--- src/rtl/def.sv ---
`default_nettype none
// +----------------------------------------------------------------------------+
// | Package     : def                                                          |
// | Description : Shared pipeline types. 'instructions' is the decoded one-hot |
// |               opcode vector; 'regvpair' carries the two source operands.   |
// | Revision    : 1.0 - initial release                                        |
// +----------------------------------------------------------------------------+
package def;

  typedef struct packed {
    logic add;
    logic addi;
    logic lb;
    logic lh;
    logic lw;
    logic lbu;
    logic lhu;
    logic sb;
    logic sh;
    logic sw;
  } instructions;

  typedef struct packed {
    logic [31:0] rs1;
    logic [31:0] rs2;
  } regvpair;

endpackage
`default_nettype wire

--- src/rtl/mem_access.sv ---
`default_nettype none
// +----------------------------------------------------------------------------+
// | Module      : mem_access                                                   |
// | Description : Memory stage. Turns a decoded load/store into one or two     |
// |               word-aligned bus transactions (two when a misaligned half or |
// |               word crosses a word boundary), aligns store data into byte   |
// |               lanes and extracts/extends load data. Non-memory ops pass    |
// |               alu_result through with a one-cycle done pulse.              |
// | Ports       : clk, rst (async, active-high)                                |
// |               enabled/instr/register/alu_result : start request from ALU   |
// |               completed/result/fault/fault_addr : done pulse and outcome   |
// |               mem_req/mem_we/mem_addr/mem_wdata/mem_wstrb : bus request    |
// |               mem_ready/mem_rdata : bus response                           |
// | Config      : MISALIGN_TRAP_EN - when defined, misaligned half/word        |
// |               accesses raise fault instead of being split.                 |
// | Revision    : 1.0 - initial release                                        |
// +----------------------------------------------------------------------------+
module mem_access
  import def::*;
(
  input  logic        clk,
  input  logic        rst,
  input  logic        enabled,
  input  instructions instr,
  input  regvpair     register,
  input  logic [31:0] alu_result,
  output logic        completed,
  output logic [31:0] result,
  output logic        fault,
  output logic [31:0] fault_addr,
  output logic        mem_req,
  output logic        mem_we,
  output logic [31:0] mem_addr,
  output logic [31:0] mem_wdata,
  output logic [3:0]  mem_wstrb,
  input  logic        mem_ready,
  input  logic [31:0] mem_rdata
);

  localparam logic [1:0] c_SZ_BYTE = 2'd0;
  localparam logic [1:0] c_SZ_HALF = 2'd1;
  localparam logic [1:0] c_SZ_WORD = 2'd2;

  typedef enum logic [1:0] {IDLE, REQ, REQ2, DONE} state_t;

  state_t      r_state, w_state_nxt;
  logic        r_mem_req, w_mem_req_nxt;
  logic        r_mem_we, w_mem_we_nxt;
  logic [31:0] r_mem_addr, w_mem_addr_nxt;
  logic [31:0] r_mem_wdata, w_mem_wdata_nxt;
  logic [3:0]  r_mem_wstrb, w_mem_wstrb_nxt;
  logic        r_completed, w_completed_nxt;
  logic [31:0] r_result, w_result_nxt;
  logic        r_fault, w_fault_nxt;
  logic [31:0] r_fault_addr, w_fault_addr_nxt;
  // Access context latched at start
  logic [1:0]  r_off, w_off_nxt;
  logic [1:0]  r_size, w_size_nxt;
  logic        r_sign, w_sign_nxt;
  logic        r_store, w_store_nxt;
  logic        r_cross, w_cross_nxt;
  logic [31:0] r_wdata_hi, w_wdata_hi_nxt;
  logic [3:0]  r_wstrb_hi, w_wstrb_hi_nxt;
  logic [31:0] r_rdata_lo, w_rdata_lo_nxt;

  logic        w_is_load, w_is_store, w_is_mem, w_misaligned, w_trap;
  logic [1:0]  w_size;
  logic [3:0]  w_mask4;
  logic [7:0]  w_m8;
  logic [63:0] w_d64;
  logic        w_unused;

  assign w_is_load  = instr.lb | instr.lh | instr.lw | instr.lbu | instr.lhu;
  assign w_is_store = instr.sb | instr.sh | instr.sw;
  assign w_is_mem   = w_is_load | w_is_store;

  always_comb begin
    w_size = c_SZ_WORD;
    if (instr.lb | instr.lbu | instr.sb)      w_size = c_SZ_BYTE;
    else if (instr.lh | instr.lhu | instr.sh) w_size = c_SZ_HALF;
  end

  assign w_mask4 = (w_size == c_SZ_BYTE) ? 4'b0001 :
                   (w_size == c_SZ_HALF) ? 4'b0011 : 4'b1111;
  // Lane mask and data over an 8-byte window: the upper nibble/word is the
  // portion spilling into the next word, non-zero only for crossing accesses.
  assign w_m8  = {4'b0000, w_mask4} << alu_result[1:0];
  assign w_d64 = {32'h0, register.rs2} << {alu_result[1:0], 3'b000};

  assign w_misaligned = ((w_size == c_SZ_HALF) & alu_result[0]) |
                        ((w_size == c_SZ_WORD) & (|alu_result[1:0]));

`ifdef MISALIGN_TRAP_EN
  assign w_trap = w_is_mem & w_misaligned;
`else
  assign w_trap = 1'b0;
`endif

  assign w_unused = ^{register.rs1, instr.add, instr.addi, w_misaligned};

  // Shift the (possibly two-word) read window down to the access start and extend
  function automatic logic [31:0] load_extend(input logic [63:0] i_rd, input logic [1:0] i_off,
                                              input logic [1:0] i_size, input logic i_sign);
    logic [31:0] sh;
    logic [31:0] val;
    sh = 32'(i_rd >> {i_off, 3'b000});
    case (i_size)
      c_SZ_BYTE: val = {{24{i_sign & sh[7]}}, sh[7:0]};
      c_SZ_HALF: val = {{16{i_sign & sh[15]}}, sh[15:0]};
      default:   val = sh;
    endcase
    return val;
  endfunction

  always_comb begin
    w_state_nxt      = r_state;
    w_mem_req_nxt    = r_mem_req;
    w_mem_we_nxt     = r_mem_we;
    w_mem_addr_nxt   = r_mem_addr;
    w_mem_wdata_nxt  = r_mem_wdata;
    w_mem_wstrb_nxt  = r_mem_wstrb;
    w_completed_nxt  = 1'b0;
    w_result_nxt     = r_result;
    w_fault_nxt      = r_fault;
    w_fault_addr_nxt = r_fault_addr;
    w_off_nxt        = r_off;
    w_size_nxt       = r_size;
    w_sign_nxt       = r_sign;
    w_store_nxt      = r_store;
    w_cross_nxt      = r_cross;
    w_wdata_hi_nxt   = r_wdata_hi;
    w_wstrb_hi_nxt   = r_wstrb_hi;
    w_rdata_lo_nxt   = r_rdata_lo;
    case (r_state)
      IDLE: begin
        if (enabled) begin
          if (w_trap) begin
            w_state_nxt      = DONE;
            w_completed_nxt  = 1'b1;
            w_fault_nxt      = 1'b1;
            w_fault_addr_nxt = alu_result;
            w_result_nxt     = '0;
          end else if (w_is_mem) begin
            w_state_nxt     = REQ;
            w_mem_req_nxt   = 1'b1;
            w_mem_we_nxt    = w_is_store;
            w_mem_addr_nxt  = {alu_result[31:2], 2'b00};
            w_mem_wdata_nxt = w_is_store ? w_d64[31:0] : 32'h0;
            w_mem_wstrb_nxt = w_is_store ? w_m8[3:0] : 4'b0000;
            w_off_nxt       = alu_result[1:0];
            w_size_nxt      = w_size;
            w_sign_nxt      = instr.lb | instr.lh;
            w_store_nxt     = w_is_store;
            w_cross_nxt     = |w_m8[7:4];
            w_wdata_hi_nxt  = w_d64[63:32];
            w_wstrb_hi_nxt  = w_is_store ? w_m8[7:4] : 4'b0000;
          end else begin
            w_state_nxt     = DONE;
            w_completed_nxt = 1'b1;
            w_result_nxt    = alu_result;
          end
        end
      end
      REQ: begin
        if (r_mem_req && mem_ready) begin
          w_mem_req_nxt = 1'b0;
          if (r_cross) begin
            w_state_nxt     = REQ2;
            w_mem_addr_nxt  = r_mem_addr + 32'd4;
            w_mem_wdata_nxt = r_wdata_hi;
            w_mem_wstrb_nxt = r_wstrb_hi;
            w_rdata_lo_nxt  = mem_rdata;
          end else begin
            w_state_nxt     = DONE;
            w_completed_nxt = 1'b1;
            w_result_nxt    = r_store ? 32'h0 : load_extend({32'h0, mem_rdata}, r_off, r_size, r_sign);
          end
        end
      end
      REQ2: begin
        // Enter with mem_req low for one cycle to separate the two transactions
        if (!r_mem_req) begin
          w_mem_req_nxt = 1'b1;
        end else if (mem_ready) begin
          w_mem_req_nxt   = 1'b0;
          w_state_nxt     = DONE;
          w_completed_nxt = 1'b1;
          w_result_nxt    = r_store ? 32'h0 : load_extend({mem_rdata, r_rdata_lo}, r_off, r_size, r_sign);
        end
      end
      default: begin
        w_state_nxt = IDLE;
        w_fault_nxt = 1'b0;
      end
    endcase
  end

  always_ff @(posedge clk or posedge rst) begin
    if (rst) begin
      r_state      <= IDLE;
      r_mem_req    <= 1'b0;
      r_mem_we     <= 1'b0;
      r_mem_addr   <= '0;
      r_mem_wdata  <= '0;
      r_mem_wstrb  <= '0;
      r_completed  <= 1'b0;
      r_result     <= '0;
      r_fault      <= 1'b0;
      r_fault_addr <= '0;
      r_off        <= '0;
      r_size       <= '0;
      r_sign       <= 1'b0;
      r_store      <= 1'b0;
      r_cross      <= 1'b0;
      r_wdata_hi   <= '0;
      r_wstrb_hi   <= '0;
      r_rdata_lo   <= '0;
    end else begin
      r_state      <= w_state_nxt;
      r_mem_req    <= w_mem_req_nxt;
      r_mem_we     <= w_mem_we_nxt;
      r_mem_addr   <= w_mem_addr_nxt;
      r_mem_wdata  <= w_mem_wdata_nxt;
      r_mem_wstrb  <= w_mem_wstrb_nxt;
      r_completed  <= w_completed_nxt;
      r_result     <= w_result_nxt;
      r_fault      <= w_fault_nxt;
      r_fault_addr <= w_fault_addr_nxt;
      r_off        <= w_off_nxt;
      r_size       <= w_size_nxt;
      r_sign       <= w_sign_nxt;
      r_store      <= w_store_nxt;
      r_cross      <= w_cross_nxt;
      r_wdata_hi   <= w_wdata_hi_nxt;
      r_wstrb_hi   <= w_wstrb_hi_nxt;
      r_rdata_lo   <= w_rdata_lo_nxt;
    end
  end

  assign completed  = r_completed;
  assign result     = r_result;
  assign fault      = r_fault;
  assign fault_addr = r_fault_addr;
  assign mem_req    = r_mem_req;
  assign mem_we     = r_mem_we;
  assign mem_addr   = r_mem_addr;
  assign mem_wdata  = r_mem_wdata;
  assign mem_wstrb  = r_mem_wstrb;

endmodule
`default_nettype wire
--- config.mk ---
export PLATFORM = sky130hd
export DESIGN_NAME = mem_access
export DESIGN_NICKNAME = d
export VERILOG_FILES = /design/src/rtl/def.sv /design/src/rtl/mem_access.sv
export SDC_FILE = /design/constraint.sdc
export NUM_CORES = 1
export LEC_CHECK = 0
export CORE_MARGIN = 4
export CORE_UTILIZATION = 35
export DETAILED_ROUTE_END_ITERATION = 7
export PLACE_DENSITY_LB_ADDON = 0.05
export SYNTH_ARGS = -nofsm -noshare
export SYNTH_HDL_FRONTEND = slang
export SYNTH_SLANG_ARGS = --single-unit
--- constraint.sdc ---
create_clock -name clk -period 6.8 [get_ports clk]
set_input_delay 1.7 -clock clk [delete_from_list [all_inputs] [get_ports clk]]
set_output_delay 1.7 -clock clk [all_outputs]
set_load 0.01 [all_outputs]
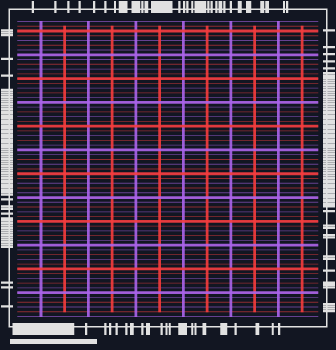
*Power grid, run 1*
The bar under the picture is 50 um long. Pins as bars on the die edge.
color	net
red	VDD
purple	VSS
met5 straps	12
met1 rails	63

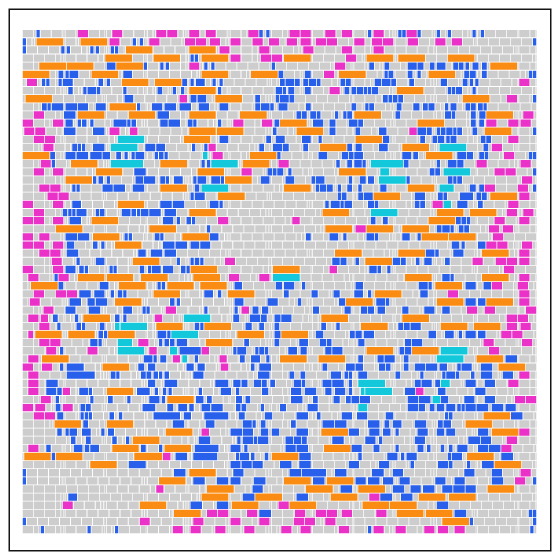
*Cells colored by class, run 1*
Fill, decap, tap and diode cells in gray.
color	class	cells	share of their area
blue	combinational and other logic	859	45%
orange	sequential cells	168	33%
cyan	clock drivers and dummy loads	31	4.6%
magenta	remaining buffers and delay cells	227	17%

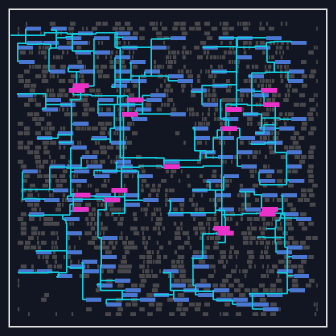
*Clock wires, drivers and flops, run 1*
[cyan] clock wires | length: 2,610 um
[blue] flip-flops | count: 168
[magenta] clock drivers | count: 17
flops lie	all over the die

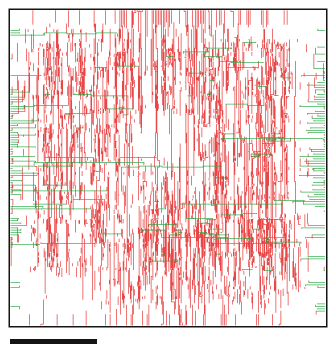
*Routed metal, one color a layer, run 1*
The bar under the picture is 50 um long. Only two layers are drawn.
color	layer	wire length
red	metal 2	17,000 um
green	metal 3	2,130 um

==> changes_impl.md, run 1 <==
### Changed

* Core box area at 29,000 um2
* Crit-path max cell delay at 0.63 ns
* Largest net degree at the start of global routing at 101
* Syn Inst Count at 1,121
* Non-clock inverter count in the final layout at 12
* GR Layer Usage met2 at 34.4%
* Switch share at 24.6%
* Clock Latency Late Sink at 0.43 ns
* Highest Signal Layer: met4
* Tool Warnings at 65
* Crit Path Max Fanout at 39
* Leading cell kind: logic gates
* Worst-margin pin slew at 1.02 ns
* Leak Pwr at 5.48 nW
* Metal2 WL at 17,000 um
* Final TNS setup at 0 ns
* Sequential power share at 45.8%
* Routed vias/inst at 5.64
* First-pass GRT wire length at 56,600 um
* Comb area share at 43.0%
* Hold-fix buffers at CTS at 0
* Post-synthesis to final-layout area growth at 26.8%
* Most used routing layer in global routing: met2
* CTS Root Cell: clkbuf_16
* CLK BUF at 20
* Yosys Chip Area at 10,400 um2
* Critical path class: in -> reg
* Status: complete, no violations
* R2R setup slack at 3.24 ns
* Hold Crit Start: mem_wdata[29]
* Seq. pwr at 0.999 mW
* Layout cells sized above 1 at 13.2%
* Final Setup Violations at 0
* Registers at 168
* Metal-1 WL at 16,600 um
* Post-synth ARST share at 100%
* Cell area after synthesis at 10,400 um2
* Max-Slew Margin vs Limit at 31.9%
* Synth mux share at 15.9%
* Logic area at 5690 um2
* Final nets at 1,420
* Hold path depth at 2
* Top FF cell, synth: dfrtp_1
* Net Sw Power at 0.536 mW
* Internal at 1.64 mW
* Gpl congestion at 0.844
* Most numerous logic cells after layout: 207 x clkdlybuf4s50_1, 167 x dfrtp_1, 163 x nand2_1
* PortBufs at 208
* Hold EP: mem_wdata[29]
* CP endpoint kind: flip-flop
* DR WL/cell at 21.9 um
* Yosys warning count at 0
* Post-CTS setup buffers at 0
* Routed Antenna Nets at 0
* GRT Overall Usage at 21.7%
* Avg Inst Size Synth at 9.31 um2
* I/O pin total at 278
* Top power group: registers
* PD cells at 165 nW/um2
* DR vias at 9,413
* DP Wirelength at 26,100 um
* H-tree depth at 4
* P_clk at 0.996 mW
* Reg2reg end: mem_addr[24]
* Global-route track usage on met3 at 4.62%
* Fin util at 45.6%
* Clock buffer depth at 2
* Final Slew Violations at 0
* Max Clk Rate at 0.234 GHz
[run 1: worst max path at each step]
stage,end,start,depth (start not counted),slack (ns)
3_5_place_dp,mem_addr[19],mem_ready,8,2.08
5_1_grt,mem_addr[13],mem_ready,8,2.27
4_1_cts,mem_addr[24],mem_ready,8,2.53
3_3_place_gp,mem_addr[15],mem_ready,8,2.13
2_1_floorplan,completed,rst,1,0.55
6_report,mem_addr[24],mem_ready,8,2.53
[run 1: worst max-delay path: cells and delay by family]
kind	cells	cell delay [ns]
simple gates	1	0.12
buf+inv	3	1.37
compound gates	4	1.34
[run 1: metrics by stage]
stage               cells  setup WS, ns  power [mW]
finish               1669          2.53        2.18
global route         1669          2.27        2.26
CTS                  1669          2.53        2.20
detailed placement   1638          2.08        1.20
global placement     1638          2.13        1.21
floorplan            1155         0.553        1.11
[run 1: cells in the mapped netlist (all sizes together), types with 10 or more instances]
| cell type | n | share of area, % |
|---|---|---|
| dfrtp | 168 | 40 |
| nand2 | 164 | 5.9 |
| mux2 | 88 | 9.5 |
| buf | 73 | 4.5 |
| o21ai | 73 | 3.5 |
| a21oi | 64 | 3.1 |
| mux2i | 58 | 5.6 |
| clkbuf | 55 | 2.0 |
| nor2 | 53 | 1.9 |
| nand3 | 38 | 1.8 |
| a22oi | 25 | 1.8 |
| a221oi | 17 | 1.4 |
| nor2b | 16 | 0.96 |
| o211ai | 16 | 1.2 |
| o22ai | 15 | 0.90 |
| a31oi | 13 | 0.78 |
| inv | 12 | 0.43 |
| o41ai | 12 | 1.0 |
| a221o | 11 | 1.1 |
| o211a | 10 | 0.96 |
==> run 2: changes to the inputs <==
- clock period: 6.8 -> 4.35 ns (I/O delays scaled with it)
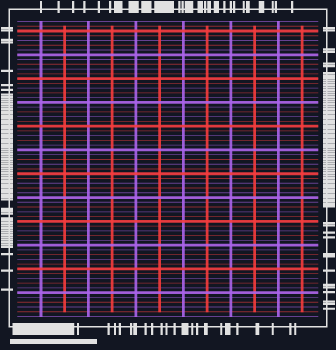
*Power grid, run 2*
The bar under the picture is 50 um long. Pins as bars on the die edge.
color	net
red	VDD
purple	VSS
met4 straps	12
signal pins	278
met5 straps	12
met1 rails	63

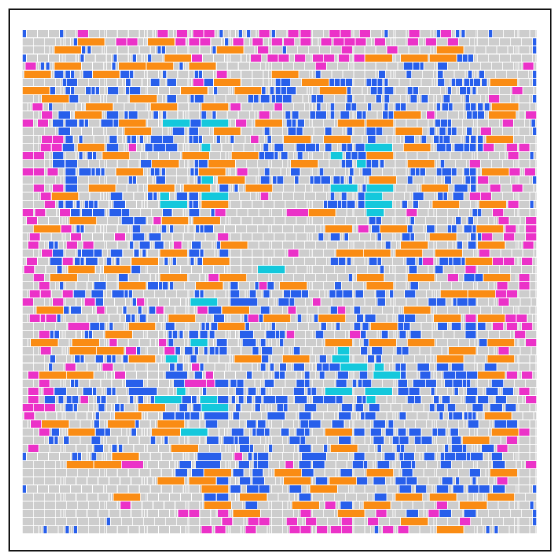
*Cells colored by class, run 2*
Fill, decap, tap and diode cells in gray.
fin area: 13,400 um2
proportion of cell area occupied by registers: 31.5%
core box area: 29,000 um2

==> changes_impl.md, run 2 <==
### Changed

* Status: complete, no violations
* Top FF cell, synth: dfrtp_1
* Leak Pwr at 5.55 nW (+1.3%)
* Area share, top type at 40.3% (unchanged)
* Pre-CTS WS at 0.733 ns (-1.34 ns)
* I/O pin total at 278 (unchanged)
* Final Setup Violations at 0 (unchanged)
* DP Wirelength at 26,700 um (+2.5%)
* First-pass GRT wire length at 57,200 um (+1.0%)
* Reg2reg end: mem_addr[2]
* Max Clk Rate at 0.319 GHz
* Post-synthesis to final-layout area growth at 28.0%
* Largest net degree at the start of global routing at 86 (-15%)
* Clock Latency Late Sink at 0.45 ns (+0.02 ns)
* Avg Inst Size Synth at 9.31 um2 (unchanged)
* CP endpoint kind: flip-flop
* Crit Path Max Fanout at 18 (-54%)
* Yosys Chip Area at 10,400 um2 (unchanged)
* Worst-margin pin slew at 1.05 ns (+0.0262 ns)
* Hold EP: mem_wstrb[3]
* Post-synth ARST share at 100% (unchanged)
* H-tree depth at 4 (unchanged)
* Final Slew Violations at 0 (unchanged)
* Routed vias/inst at 5.59 (-0.87%)
* Hold Crit Start: mem_wstrb[3]
* Synth cell count leaders: 168 x dfrtp_1, 163 x nand2_1, 88 x mux2_2, 73 x o21ai_0, 64 x a21oi_1
* DR vias at 9,381 (-0.34%)
* Fin util at 46.0% (+0.44 points)
* Tot Pwr at 3.42 mW (+57%)
* Clock buffer depth at 2 (unchanged)
* R2R setup slack at 1.35 ns (-1.89 ns)
* PD cells at 256 nW/um2 (+55%)
* Crit path capture: result[19]
* Yosys warning count at 0 (unchanged)
* DR WL/cell at 21.7 um (-0.80%)
* CTS Root Cell: clkbuf_16
* Post-CTS setup buffers at 0 (unchanged)
* PortBufs at 208 (unchanged)
* Most numerous logic cells after layout: 207 x clkdlybuf4s50_1, 167 x dfrtp_1, 163 x nand2_1
* Worst setup path startpoint: instr[7]
* Gpl congestion at 0.880 (+4.2%)
* Final nets at 1,428 (+0.56%)
* Top cells by area: dfrtp_1 40%, mux2_2 9.5%, nand2_1 5.9%, mux2i_1 5.6%, o21ai_0 3.5%
* Cell area after synthesis at 10,400 um2 (unchanged)
* Hold-fix buffers at CTS at 0 (unchanged)
* Critical path class: in -> reg
* Dpl cells at 1,646 (+0.49%)
* Max-Slew Margin vs Limit at 29.2% (-2.8 points)
* Syn Inst Count at 1,121 (unchanged)
* Final cell count without fillers at 1,678 (+0.54%)
* Most frequent cell after synthesis: dfrtp_1
* Tool Warnings at 63 (-3.1%)
* Post-route setup slack at 1.21 ns (-1.32 ns)
run 2: cell count changes in the layout (fill, tap and decap cells not counted), moves of 2 or more:
cell / previous run / this run
buf_4: 19 / 23
bufinv_16: 2 / 0
clkinvlp_4: 3 / 1
buf_12: 0 / 4
clkinv_8: 0 / 5
inv_8: 0 / 4
inv_6: 2 / 4
clkinv_2: 3 / 0
clkbuf_8: 2 / 0
run 2: power breakdown:
| group | switching, mW | total, mW | internal [mW] |
|---|---|---|---|
| Combinational | 0.158 | 0.296 | 0.139 |
| Sequential | 0 | 1.56 | 1.56 |
| Clock | 0.783 | 1.56 | 0.781 |
| Total | 0.941 | 3.42 | 2.48 |
run 2: area by class of cell:
cell class              instances  area, um2
fillers                      2790      15700
multi-input cells             847       5690
flip-flops and latches        168       4210
repair buffers                235       2330
well taps                     384        480
clock buffers                  17        425
clock inverters                15        179
inverters                      12       48.8
run 2: per-layer routing:
metal | up-vias | GRT usage (%) | wire [um]
met5 | - | 0 | 0
met4 | 0 | 4.36 | 514
met3 | 26 | 4.66 | 2010
met2 | 303 | 35.5 | 17200
met1 | 4611 | 30.5 | 16800
li1 | 4441 | - | -
run 2: cell families after synthesis:
| family | share of synthesized area (%) |
|---|---|
| AND-OR/OR-AND | 21.7 |
| XOR/XNOR | 0.0840 |
| adder cells (fa/ha/maj) | 0.600 |
| buffers and inverters | 6.91 |
| flip-flops | 40.3 |
| multiplexers | 15.9 |
| other | 0.0359 |
| AND/OR/NAND/NOR | 14.5 |
run 2: worst max-delay path: stages:
cell	delay (ns)
clkdlybuf4s50_1	0.45
or4_4	0.59
nor3_4	0.34
o211a_1	0.36
buf_4	0.32
mux2i_1	0.22
a31oi_1	0.05
==> run 3: changes to the inputs <==
- clock period: 4.35 -> 2.68 ns (I/O delays scaled with it)
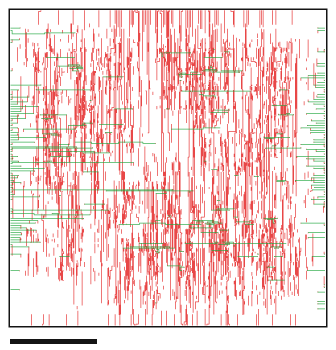
*Routed metal, one color a layer, run 3*
The bar under the picture is 50 um long. Only two layers are drawn.
color	layer	wire length
red	metal 2	17,200 um
green	metal 3	2,260 um

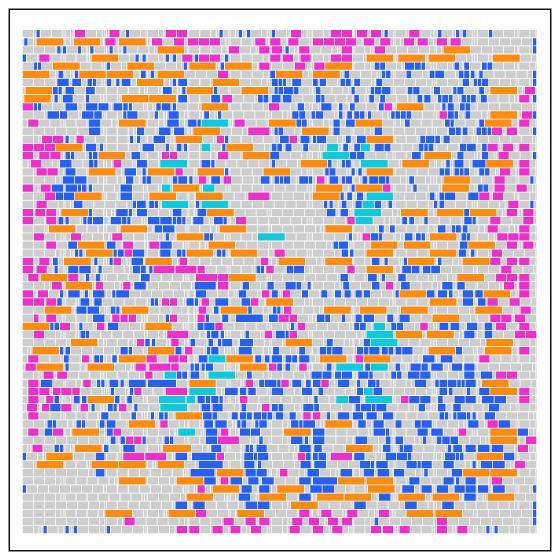
*Cells colored by class, run 3*
Fill, decap, tap and diode cells in gray.
fin util: 48.1%
num rows: 62
proportion of cell area occupied by registers: 30.1%

==> changes_impl.md, run 3 <==
### Changed

* Crit path capture: mem_addr[13]
* Critical path class: in -> reg
* Largest net degree at the start of global routing at 72 (-16%)
* DP Wirelength at 27,900 um (+4.2%)
* Leak Pwr at 5.92 nW (+6.5%)
* Most numerous logic cells after layout: 207 x clkdlybuf4s50_1, 167 x dfrtp_1, 163 x nand2_1
* Most frequent cell after synthesis: dfrtp_1
* Clock Latency Late Sink at 0.44 ns (about the same)
* Status: complete, no violations
* Syn Inst Count at 1,121 (unchanged)
* Max-Slew Margin vs Limit at 38.5% (+9.3 points)
* Final Slew Violations at 0 (unchanged)
* Fin area at 14,000 um2 (+4.5%)
* Worst-margin pin slew at 0.917 ns (-0.130 ns)
* Yosys warning count at 0 (unchanged)
* Final Setup Violations at 0 (unchanged)
* Worst setup path startpoint: instr[7]
* H-tree depth at 4 (unchanged)
* First-pass GRT wire length at 57,600 um (+0.81%)
* Post-synthesis to final-layout area growth at 33.8%
* Reg2reg end: mem_wdata[18]
* Crit Path Max Fanout at 20 (+2)
* Yosys Chip Area at 10,400 um2 (unchanged)
* Synth cell count leaders: 168 x dfrtp_1, 163 x nand2_1, 88 x mux2_2, 73 x o21ai_0, 64 x a21oi_1
* Core box area at 29,000 um2 (unchanged)
* PortBufs at 208 (unchanged)
* Clock buffer depth at 2 (unchanged)
* PD cells at 401 nW/um2 (+57%)
* Avg Inst Size Synth at 9.31 um2 (unchanged)
* Final nets at 1,495 (+4.7%)
* CTS Root Cell: clkbuf_16
* Cell area after synthesis at 10,400 um2 (unchanged)
* Area share, top type at 40.3% (unchanged)
* Top FF cell, synth: dfrtp_1
* I/O pin total at 278 (unchanged)
* Tool Warnings at 64 (+1.6%)
* Hold EP: mem_wdata[27]
* CP endpoint kind: flip-flop
* Tot Pwr at 5.60 mW (+64%)
* Max Clk Rate at 0.402 GHz
* DR WL/cell at 21.3 um (-2.1%)
* Hold-fix buffers at CTS at 0 (unchanged)
* Hold Crit Start: mem_wdata[27]
* Final cell count without fillers at 1,745 (+4.0%)
* Gpl congestion at 0.884 (+0.40%)
-- run 3: cell families after synthesis --
family                   after synthesis  share of synthesized area, %
flip-flops                           168                          40.3
AND-OR/OR-AND                        327                          21.7
buffers and inverters                140                          6.91
multiplexers                         150                          15.9
AND/OR/NAND/NOR                      329                          14.5
adder cells (fa/ha/maj)                5                         0.600
XOR/XNOR                               1                        0.0840
other                                  1                        0.0359
-- run 3: final cells by class --
type	instances	area (um2)
Timing Repair Buffer	302	2930
Fill cell	2798	15100
Clock buffer	17	425
Inverter	12	48.8
Multi-Input combinational cell	847	5690
Tap cell	384	480
Sequential cell	168	4210
Clock inverter	15	176
-- run 3: per-stage QoR --
| stage | hold slack (ns) | setup slack (ns) |
|---|---|---|
| 2_1_floorplan | 0.449 | -0.131 |
| 3_3_place_gp | 0.464 | -0.380 |
| 3_5_place_dp | 0.462 | -0.393 |
| 4_1_cts | 0.485 | 0.203 |
| 5_1_grt | 0.503 | 0.103 |
| 6_report | 0.477 | 0.193 |
-- run 3: per-layer routing --
metal / GRT usage (%) / share of wire (%) / vias to the layer above
met5: 0 / 0 / -
met4: 5.96 / 2.1 / 0
met3: 4.68 / 6.1 / 35
met2: 35.3 / 46 / 369
met1: 30.4 / 46 / 4747
li1: - / - / 4568
-- run 3: worst max-delay path, stage by stage --
cell and delay (ns):
clkdlybuf4s50_1 0.42, or4_4 0.59, nor3_4 0.27, buf_4 0.18, a211o_2 0.23, buf_12 0.18
a21oi_1 0.05, o22a_1 0.20
-- run 3: power by group --
part           total, mW  internal (mW)  switching, mW
Clock               2.56           1.27           1.29
Sequential          2.53           2.53              0
Combinational      0.514          0.248          0.266
Total               5.60           4.05           1.55
Power and IR drop assume default switching activity.
